**Run 1: metal layers overlaid**

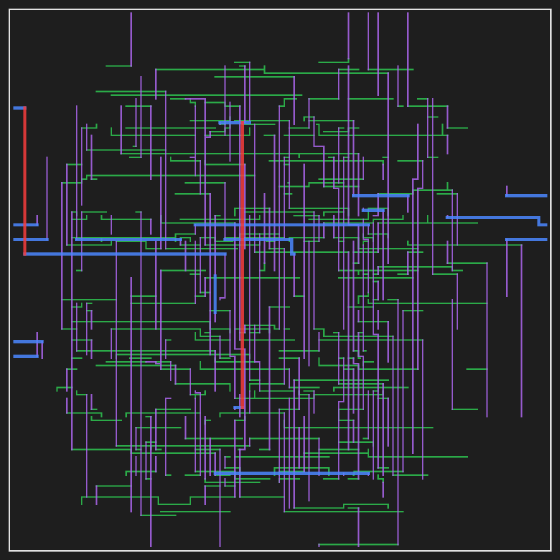
**Run 1: wire density map**

The die is cut into 10 by 10 equal tiles; black is low, pale yellow is high, scaled to the fullest tile. Values are wire area over tile area, all layers added.
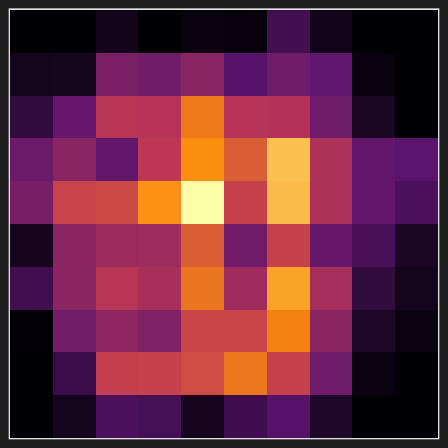
**Run 1: placement by cell class**

Bar = 20 um. Fill, decap, tap and diode cells in grey.
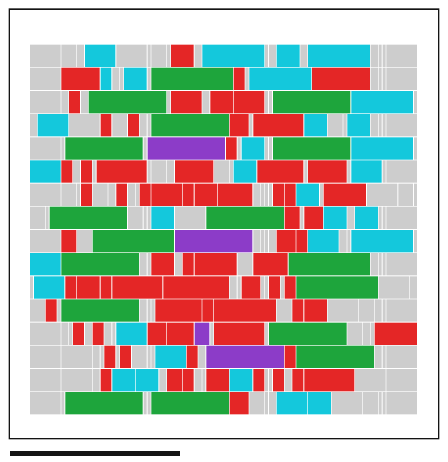
**Run 1: cell placement**

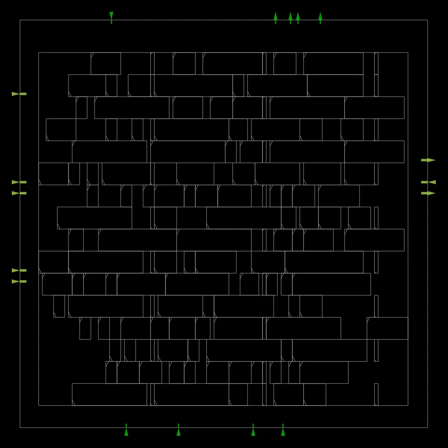
### src/rtl/cmp_pkg.sv
// rtl/cmp_pkg.sv - state encoding and sizing helper for the serial magnitude comparator
package cmp_pkg;

  localparam logic [1:0] ST_IDLE = 2'd0;
  localparam logic [1:0] ST_RUN  = 2'd1;
  localparam logic [1:0] ST_DONE = 2'd2;

  typedef enum logic [1:0] {
    IDLE = ST_IDLE,
    RUN  = ST_RUN,
    DONE = ST_DONE
  } cmp_state_t;

  // Bit-index counter width; a single-bit operand still needs a 1-bit index.
  function automatic int idx_width(input int width);
    return (width > 1) ? $clog2(width) : 1;
  endfunction

endpackage

### src/rtl/one_bit_comparator.sv
// rtl/one_bit_comparator.sv - one cascade stage of an MSB-first magnitude comparator
module one_bit_comparator (
  input  logic i_gt,
  input  logic i_eq,
  input  logic x,
  input  logic y,
  output logic o_gt,
  output logic o_eq
);

  assign o_gt = i_gt | (i_eq & x & ~y);
  assign o_eq = i_eq & (x ~^ y);

endmodule

### src/rtl/serial_magnitude_comparator.sv
// rtl/serial_magnitude_comparator.sv - multi-cycle N-bit comparator reusing one cascade cell
module serial_magnitude_comparator
  import cmp_pkg::*;
#(
  parameter int WIDTH      = 4,
  parameter bit EARLY_EXIT = 1'b1
) (
  input  logic             clk,
  input  logic             rst,
  input  logic             start,
  input  logic [WIDTH-1:0] a,
  input  logic [WIDTH-1:0] b,
  output logic             busy,
  output logic             done,
  output logic             valid,
  output logic             gt,
  output logic             eq,
  output logic             lt
);

  localparam int            IW      = idx_width(WIDTH);
  localparam logic [IW-1:0] IDX_TOP = IW'(WIDTH - 1);

  cmp_state_t       state, state_nx;
  logic [WIDTH-1:0] a_r, b_r;
  logic [IW-1:0]    idx;
  logic             gt_r, eq_r;
  logic             valid_r, res_gt, res_eq;
  logic             bit_a, bit_b;
  logic             cell_gt, cell_eq;
  logic             accept, last_bit;

  assign bit_a = a_r[idx];
  assign bit_b = b_r[idx];

  one_bit_comparator u_cell (
    .i_gt (gt_r),
    .i_eq (eq_r),
    .x    (bit_a),
    .y    (bit_b),
    .o_gt (cell_gt),
    .o_eq (cell_eq)
  );

  // A new request is taken in IDLE and also in DONE, so back-to-back runs lose no cycle.
  assign accept   = start && (state != RUN);
  assign last_bit = (idx == '0) || (EARLY_EXIT && !cell_eq);

  always_comb begin
    state_nx = state;
    case (state)
      IDLE:    state_nx = accept ? RUN : IDLE;
      RUN:     state_nx = last_bit ? DONE : RUN;
      DONE:    state_nx = accept ? RUN : IDLE;
      default: state_nx = IDLE;
    endcase
  end

  always_ff @(posedge clk or posedge rst) begin
    if (rst) begin
      state   <= IDLE;
      a_r     <= '0;
      b_r     <= '0;
      idx     <= '0;
      gt_r    <= 1'b0;
      eq_r    <= 1'b0;
      valid_r <= 1'b0;
      res_gt  <= 1'b0;
      res_eq  <= 1'b0;
    end else begin
      state <= state_nx;
      if (accept) begin
        a_r     <= a;
        b_r     <= b;
        idx     <= IDX_TOP;
        gt_r    <= 1'b0;
        eq_r    <= 1'b1;
        valid_r <= 1'b0;
        res_gt  <= 1'b0;
        res_eq  <= 1'b0;
      end else if (state == RUN) begin
        gt_r <= cell_gt;
        eq_r <= cell_eq;
        if (last_bit) begin
          valid_r <= 1'b1;
          res_gt  <= cell_gt;
          res_eq  <= cell_eq;
        end else begin
          idx <= idx - IW'(1);
        end
      end
    end
  end

  assign busy  = (state == RUN);
  assign done  = (state == DONE);
  assign valid = valid_r;
  assign gt    = res_gt;
  assign eq    = res_eq;
  assign lt    = valid_r & ~res_gt & ~res_eq;

endmodule

### config.mk
export PLATFORM = sky130hd
export DESIGN_NAME = serial_magnitude_comparator
export DESIGN_NICKNAME = d
export VERILOG_FILES = /design/src/rtl/cmp_pkg.sv /design/src/rtl/one_bit_comparator.sv /design/src/rtl/serial_magnitude_comparator.sv
export SDC_FILE = /design/constraint.sdc
export NUM_CORES = 1
export LEC_CHECK = 0
export CORE_MARGIN = 2
export CORE_UTILIZATION = 40
export CTS_BUF_LIST = sky130_fd_sc_hd__clkbuf_16
export DETAILED_ROUTE_END_ITERATION = 8
export PLACE_DENSITY = 0.62
export RECOVER_POWER = 50
export REMOVE_ABC_BUFFERS = 1
export SETUP_SLACK_MARGIN = 0.3
export SLEW_MARGIN = 20
export SYNTH_ARGS = -nofsm -noshare
export SYNTH_HDL_FRONTEND = slang
export SYNTH_SLANG_ARGS = --single-unit
### constraint.sdc
create_clock -name clk -period 1.7 [get_ports clk]
set_input_delay 0.34 -clock clk [delete_from_list [all_inputs] [get_ports clk]]
set_output_delay 0.34 -clock clk [all_outputs]
set_load 0.1 [all_outputs]
==> notes.md, run 1 <==
Implementation summary

The worst clock skew is just under 2 ps. The floorplan step defined a die boundary enclosing approximately 0.0025 sq mm. Of the cells placed in the final design, the portion with a size suffix greater than 1 is 0.407. The worst max-slew margin expressed relative to the limit is 0.404.

The first-pass GRT wire length is approximately 3800 um. The fraction of the mapped netlist area in simple logic gates is 0.231. The cell-mix breakdown from Yosys lists the compound-gate area share as 0.143. The final weighted congestion of routability-driven global placement is roughly 0.79.

The share of Yosys cell area claimed by the top area cell type is 0.497. The final hold violation count is 0. The post-synthesis sequential element count is 17.

The cell row count is 16. As reported, the later end of the worst-skew pair has a clock insertion delay of roughly 250 ps. After global routing the overflow that remains totals 0. The count of flip-flops with a built-in enable after synthesis is 0.

The HPWL after detailed placement is 1330 um. In the routed layout, each cell is associated on average with a via count of around 5.4. The area fraction in full adders, half adders and majority gates is 0.0146. The period utilization is 0.909. In this design, the stage delay of the slowest critical-path cell is 420 ps. The count of port buffers added during placement is 16. The hold buffer count at CTS is 0. The dominant synthesized flop cell is sky130_fd_sc_hd__dfrtp_1.

The clock net sink count is 17. Walking the worst path, the cells encountered are xor2_2 -> o22ai_4 -> nor3_4 -> o22ai_2 -> a22o_2. The sequential cells in the finished layout cover a total of 430 sq um. The post-synthesis cell area is approximately 860 sq um. Per the post-run analysis, buffers plus inverters along the critical path come to 0. In this design, the largest share of critical-path delay is due to AND-OR/OR-AND gates. Across all stage logs, warnings added up to 27.

The worst voltage drop across the vdd grid is roughly 1.1 mV. The number of global-route vias before repair came to a little over 800. The post-synthesis sequential area ratio is 0.497. The floorplan utilization is 0.432. Per the CTS log, the buffer count on the longest clock path is 2. The total of warnings raised by yosys is 0. The area added between synthesis and finish is 65.2%. The number of max-slew violations in the final report is 0. The synthesis area per yosys is around 860 sq um. The number of instances in the synthesized netlist is about 90. Of all flip-flops after synthesis, the portion carrying an async set or reset was 1.00. The nature of the critical path endpoint is a register. Summing internal, switching and leakage power gives 0.00310 W.

The final wirelength is 2400 um. After filler insertion, the fill cell instance count of the layout stands at 143. The placeable core region is 0.00198 sq mm. The data arrival time at the worst-slack endpoint is 1680 ps. Setup repair after global routing could not meet its margin everywhere. After detailed routing, the number of remaining DRC violations is 0.

Counting I/O delays and the setup requirement, the final critical path takes around 1500 ps. The synthesized area per cell is roughly 9.4 sq um. Along the worst path, the maximum fanout reaches 4.

The worst setup path is launched from a register. Entering global routing, the biggest net connects 18 pins. Per the detail_route report, the via count comes to between 800 and 900. The average routed wire per standard cell is ~16 um. In this run, CTS created clock tree buffers numbering 3. The slew at the pin closest to its max-slew limit is a little under 900 ps. TritonCTS built the clock tree. The number of antenna violations at the first check in global routing came to 0. The synthesized netlist contains 30 unique library cells. The synthesis run identifies the leading combinational cell family as simple AND/OR/NAND/NOR gates. The final net count is approximately 140. The tool flagged a number of max-cap violations equal to 0. The instance count after placement with tap cells included is about 140. The xor/xnor share of the synthesized area is 0.0307. The leakage power of the design is about 0.64 nW. Yosys attributes the largest share of cell area to sky130_fd_sc_hd__dfrtp_1 50%, sky130_fd_sc_hd__nand2_1 11%, sky130_fd_sc_hd__inv_1 3.5%. Looking at area per cell type in the netlist, the leader is sky130_fd_sc_hd__dfrtp_1. The height of the die is 50.3 um. For this run, the script counts the antenna cells in the layout as 0.

Timing would allow up to 0.647 GHz. The flow ran to the end, and the final reports show no timing, DRC or antenna violations. The global-route usage over all layers is 0.207. The worst-case hold slack is between 500 and 600 ps. For this run, the final setup violation count is recorded as 0. The tree is rooted in a sky130_fd_sc_hd__clkbuf_16.
Back to the opening pictures, 'metal layers overlaid':
Key: blue = M3 [wire length 107 um]; purple = M2 [wire length 1280 um]; green = M1 [wire length 973 um]; red = M4 [wire length 40.1 um]

Back to the opening pictures, 'wire density map':
The mean over all tiles is 0.15. The fullest tile reaches 0.48. The densest ninth of the die: centre. 23% of the tiles are over half the peak.

Back to the opening pictures, 'placement by cell class':
Key: purple = clock drivers and dummy loads [cells 4]; green = registers [cells 17]; cyan = remaining buffers and delay cells [cells 31]; red = remaining logic cells [cells 71]

Back to the opening pictures, 'cell placement':
fin cells: 150
final cell utilization of the core: 0.713

[run 1: per-layer routing]
layer | vias up | global-route usage | wire length, um
met1 | 406 | 0.242 | 972
met3 | 4 | 0.0327 | 107
li1 | 370 | - | -
met5 | - | 0 | 0
met2 | 26 | 0.364 | 1280
met4 | 0 | 0.102 | 40
[run 1: Yosys cell counts (2+ instances only)]
master	n
sky130_fd_sc_hd__buf_2	2
sky130_fd_sc_hd__dfrtp_1	17
sky130_fd_sc_hd__inv_1	8
sky130_fd_sc_hd__mux2i_1	2
sky130_fd_sc_hd__nand2_1	24
sky130_fd_sc_hd__nand2b_1	2
sky130_fd_sc_hd__nor2_1	5
sky130_fd_sc_hd__nor3b_1	3
sky130_fd_sc_hd__o21ai_0	2
sky130_fd_sc_hd__o22ai_1	4
sky130_fd_sc_hd__xor2_1	3
[run 1: metrics by stage]
| step | instance area, sq um | setup TNS, ps | setup WS, ps | util |
|---|---|---|---|---|
| 6_report | 1410 | 0 | 155 | 0.713 |
| 5_1_grt | 1410 | 0 | 91.6 | 0.713 |
| 4_1_cts | 1350 | 0 | 234 | 0.679 |
| 3_5_place_dp | 1120 | 0 | 119 | 0.564 |
| 3_3_place_gp | 1120 | 0 | 174 | 0.564 |
| 2_1_floorplan | 835 | -4170 | -1870 | - |
[run 1: power by group]
part | switching [W] | leakage [nW] | total (W) | internal [W]
Sequential | 0.000213 | 0.203 | 0.000786 | 0.000573
Combinational | 0.00104 | 0.400 | 0.00185 | 0.000814
Clock | 0.000153 | 0.0409 | 0.000467 | 0.000315
Total | 0.00140 | 0.644 | 0.00310 | 0.00170
[run 1: sequential cells by signal, summed over array words and instances (netlist names)]
name   count
state      2
valid      1
idx        2
a_r        4
eq_r       1
gt_r       1
gt         1
eq         1
b_r        4
[run 1: worst paths after layout]
path | startpoint | depth (start not counted) | end | slack (ps)
hold / removal | gt_r | 1 | gt_r | 510
max in group asynchronous | rst | 3 | state[0] | 430
setup / recovery | b_r[1] | 5 | gt | 160
hold reg to reg | gt_r | 1 | gt_r | 510
setup reg to reg | b_r[1] | 5 | gt | 160
min in group asynchronous | rst | 3 | a_r[0] | 660
[run 1: placed cells by master, fill, tap and decap left out, drive strengths merged]
master	count
nand2	24
buf	20
dfrtp	17
clkdlybuf4s50	9
inv	8
nor2	5
clkbuf	4
o22ai	4
xor2	3
nor3b	3
o21ai	2
nand2b	2
mux2i	2
a21oi	2
nand3b	1
or2b	1
nor4	1
nor3	1
nand3	1
or3	1
o2111ai	1
a31oi	1
a311oi	1
a21o	1
a22o	1
nor2b	1
o21a	1
a22oi	1
a32o	1
ha	1
clkinv	1
dlygate4sd3	1
[run 1: cell families after synthesis]
logic type      Yosys count
compound gates           16
xor+xnor                  3
buf+inv                  11
fa+ha+maj                 1
mux                       2
simple gates             41
flops                    17
[run 1: what timing repair did]
item,4_1_cts,5_1_grt
cloned,0,0
gates resized,18,13
pin swaps,8,10
setup buffers,10,1
setup endpoints to repair,9,11
[run 1: cell type report]
class,instances,share of cell area
multi-input cells,63,0.359
flip-flops and latches,17,0.304
repair buffers,31,0.233
clock buffers,3,0.0531
well taps,27,0.0239
inverters,8,0.0230
clock inverters,1,0.00354
## Run 2: what changed since run 1
Settings changed: SLEW_MARGIN 20 to unset.
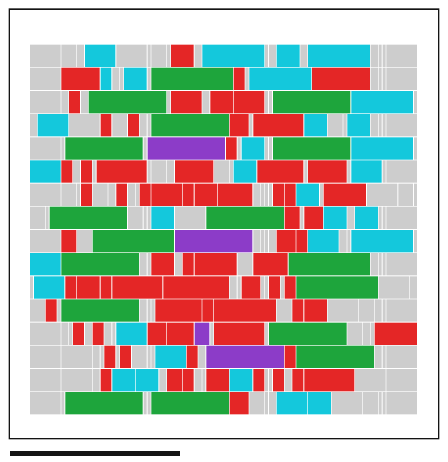
**Above:** run 2 (placement by cell class).
Bar = 20 um. Fill, decap, tap and diode cells in grey.
Key: red = remaining logic cells [cells 71]; cyan = remaining buffers and delay cells [cells 31]; purple = clock drivers and dummy loads [cells 4]; green = registers [cells 17]

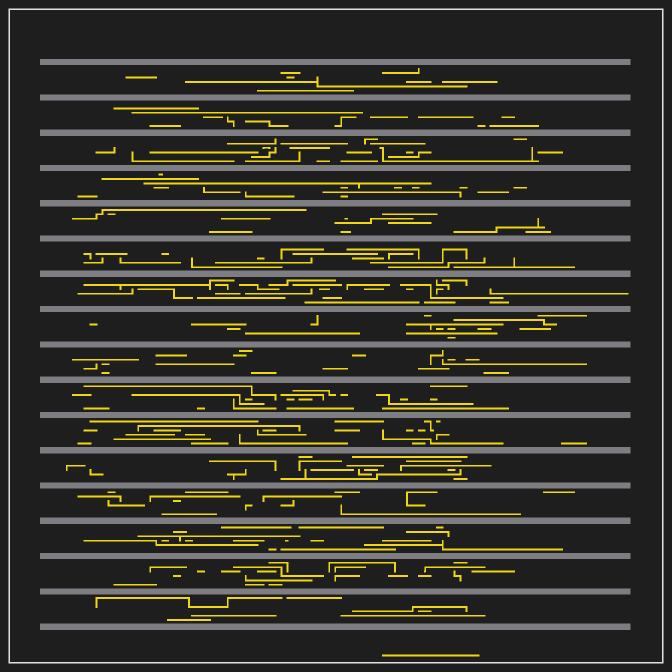
**Above:** run 2 (the metal 1 layer).
Supply wires on this layer in grey.
The longest straight run is 22.1 um. 119 nets have wire on it. The wires run mostly horizontal.

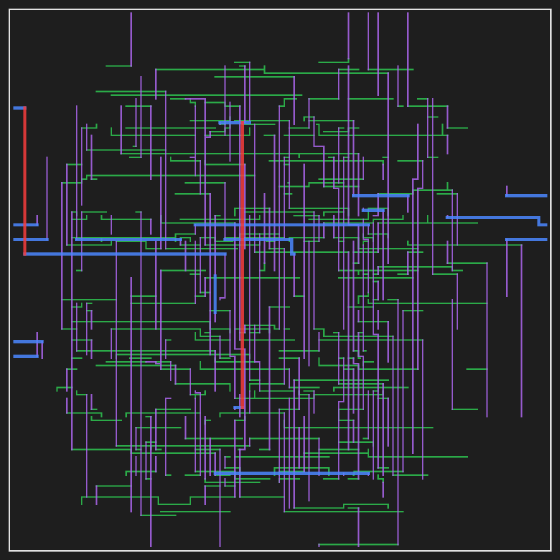
**Above:** run 2 (metal layers overlaid).
Key: blue = M3 [wire length 107 um]; red = M4 [wire length 40.1 um]; green = M1 [wire length 973 um]; purple = M2 [wire length 1280 um]

==> run 2 against run 1 <==
  * Non-clock buffer count unchanged
  * Global-route usage unchanged
  * Cell area unchanged
  * Utilization unchanged
  * First-iteration DRC count unchanged
  * Register-to-register slack about the same
  * Cell count unchanged
  * Clock skew unchanged
  * Critical path depth unchanged
  * Sequential power about the same
==> notes.md, run 2 <==
Implementation summary

The flow ran to the end, and the final reports show no timing, DRC or antenna violations. In the final layout, the registers with the most flip-flops are a_r: 4 flops, b_r: 4 flops. The clock net sink count is 17. The final worst setup slack is ~160 ps. After detailed routing, the number of remaining DRC violations is 0. According to the dpl log, the detail-placed design has an HPWL of ~1300 um. The end-of-flow timing check tallies setup violations at 0. The worst-case setup slack after placement is approximately 120 ps. The final net count is roughly 140. For the worst setup path, the data arrival time is between 1500 and 2000 ps. The area fraction of the largest cell type after synthesis is 0.497. Setup repair after global routing could not meet its margin everywhere. For reference, the critical path cell chain is xor2_2 -> o22ai_4 -> nor3_4 -> o22ai_2 -> a22o_2. The timing report lists the critical path depth as 5 cells. Yosys mapped a number of flops with a built-in enable equal to 0. The post-detailed-placement cell area is around 0.0011 sq mm. The maximum operating frequency is between 0.6 and 0.7 GHz. The final weighted congestion of routability-driven global placement is between 0.7 and 0.8. The fraction of layout instances using a drive strength above 1 is 0.407. The hold buffer count at CTS is 0.

The maximum number of pins on one net before global-route repair is 18. The post-synthesis cell area is 856 sq um. The chip footprint is roughly 0.0025 sq mm.

The worst-case clock buffer depth is 2. The largest fanout on the critical path is 4. The worst register-to-register path depth is 5. The worst flop-to-flop path endpoint is gt. The number of global-route vias before repair was roughly 820. The maximum cell stage delay along the critical path is 420 ps. Yosys reports a chip area of between 800 and 900 sq um.

Summed over all instances, the cell type with the most area after synthesis is sky130_fd_sc_hd__dfrtp_1. After detailed routing, the number of vias per cell comes to between 5 and 6. The setup check on the worst reg-to-reg path leaves a slack of approximately 160 ps. The category of cells accounting for the largest share of critical-path delay is AND-OR/OR-AND gates. The async set or reset register ratio after synthesis is 1.00. The TritonCTS clock tree is yes. The insertion delay at the late pin of the worst-skew pair is 250 ps.

The number of warnings in the stage logs is 27. The nature of the critical path endpoint is a register. In this run, synthesis produced a sequential element count of 17. Sorting the synthesized cells by how often they occur yields 24 x sky130_fd_sc_hd__nand2_1, 17 x sky130_fd_sc_hd__dfrtp_1, 8 x sky130_fd_sc_hd__inv_1. The startpoint of the worst setup timing path is b_r[1]. The most common logic cells in the final layout are 23 x sky130_fd_sc_hd__nand2_1, 14 x sky130_fd_sc_hd__buf_4, 13 x sky130_fd_sc_hd__dfrtp_1. The tally of unique sky130hd cells used after synthesis is 30.

The synthesis log from Yosys contains 0 warnings. In this run the maximum-capacitance check reported violations numbering 0. The startpoint of the worst-slack reg-to-reg timing path is b_r[1].

By area the synthesized netlist is led by sky130_fd_sc_hd__dfrtp_1 50%, sky130_fd_sc_hd__nand2_1 11%, sky130_fd_sc_hd__inv_1 3.5%. The final wirelength is around 2400 um. For reference, the final report shows the hold violation count at 0.

The worst setup path is launched from a register. A synthesized cell averages about 9.4 sq um. The die is about 50 um tall.
==> run 2: kinds of logic after synthesis <==
family / share of synthesized area
AND-OR/OR-AND: 0.143
XOR/XNOR: 0.0307
adder cells (fa/ha/maj): 0.0146
buffers and inverters: 0.0599
flip-flops: 0.497
multiplexers: 0.0234
AND/OR/NAND/NOR: 0.231
==> run 2: worst min-delay path by stage <==
stage,start,end,slack (ps),cells after the start
after global placement,gt_r,gt_r,480,1
after detailed placement,gt_r,gt_r,490,1
after floorplan,rst,a_r[0],270,1
after CTS,rst,gt_r,430,3
after global routing,gt_r,gt_r,530,1
final,gt_r,gt_r,510,1
==> run 2: routing by layer <==
| metal | up-vias | GRT usage | wire length [um] |
|---|---|---|---|
| met5 | - | 0 | 0 |
| met4 | 0 | 0.102 | 40 |
| met3 | 4 | 0.0327 | 107 |
| met2 | 26 | 0.364 | 1280 |
| met1 | 406 | 0.242 | 972 |
| li1 | 370 | - | - |
==> run 2: final cells by class <==
| type | instances | area, sq um |
|---|---|---|
| Multi-Input combinational cell | 63 | 508 |
| Timing Repair Buffer | 31 | 329 |
| Clock buffer | 3 | 75.1 |
| Inverter | 8 | 32.5 |
| Clock inverter | 1 | 5.00 |
| Fill cell | 143 | 568 |
| Tap cell | 27 | 33.8 |
| Sequential cell | 17 | 430 |
==> run 2: per-stage QoR <==
step / hold slack (ps) / power (W) / setup TNS (ps) / util
after floorplan: 266 / 0.00164 / -4170 / -
after global placement: 483 / 0.00206 / 0 / 0.564
after detailed placement: 493 / 0.00208 / 0 / 0.564
after CTS: 428 / 0.00287 / 0 / 0.679
after global routing: 530 / 0.00328 / 0 / 0.713
final: 507 / 0.00310 / 0 / 0.713
==> run 2: timing repair <==
item / CTS / global route
gates resized: 18 / 13
buffers inserted: 10 / 1
pin swaps: 8 / 10
hold endpoints to repair: 0 / 0
endpoints found under the setup margin: 9 / 11
==> run 2: report_power, final <==
group | leakage, nW | total, W | internal (W) | switching [W]
sequential | 0.203 | 0.000786 | 0.000573 | 0.000213
clock | 0.0409 | 0.000467 | 0.000315 | 0.000153
combinational | 0.400 | 0.00185 | 0.000814 | 0.00104
total | 0.644 | 0.00310 | 0.00170 | 0.00140
No activity file was given, so power comes from the tool's default toggle rates.
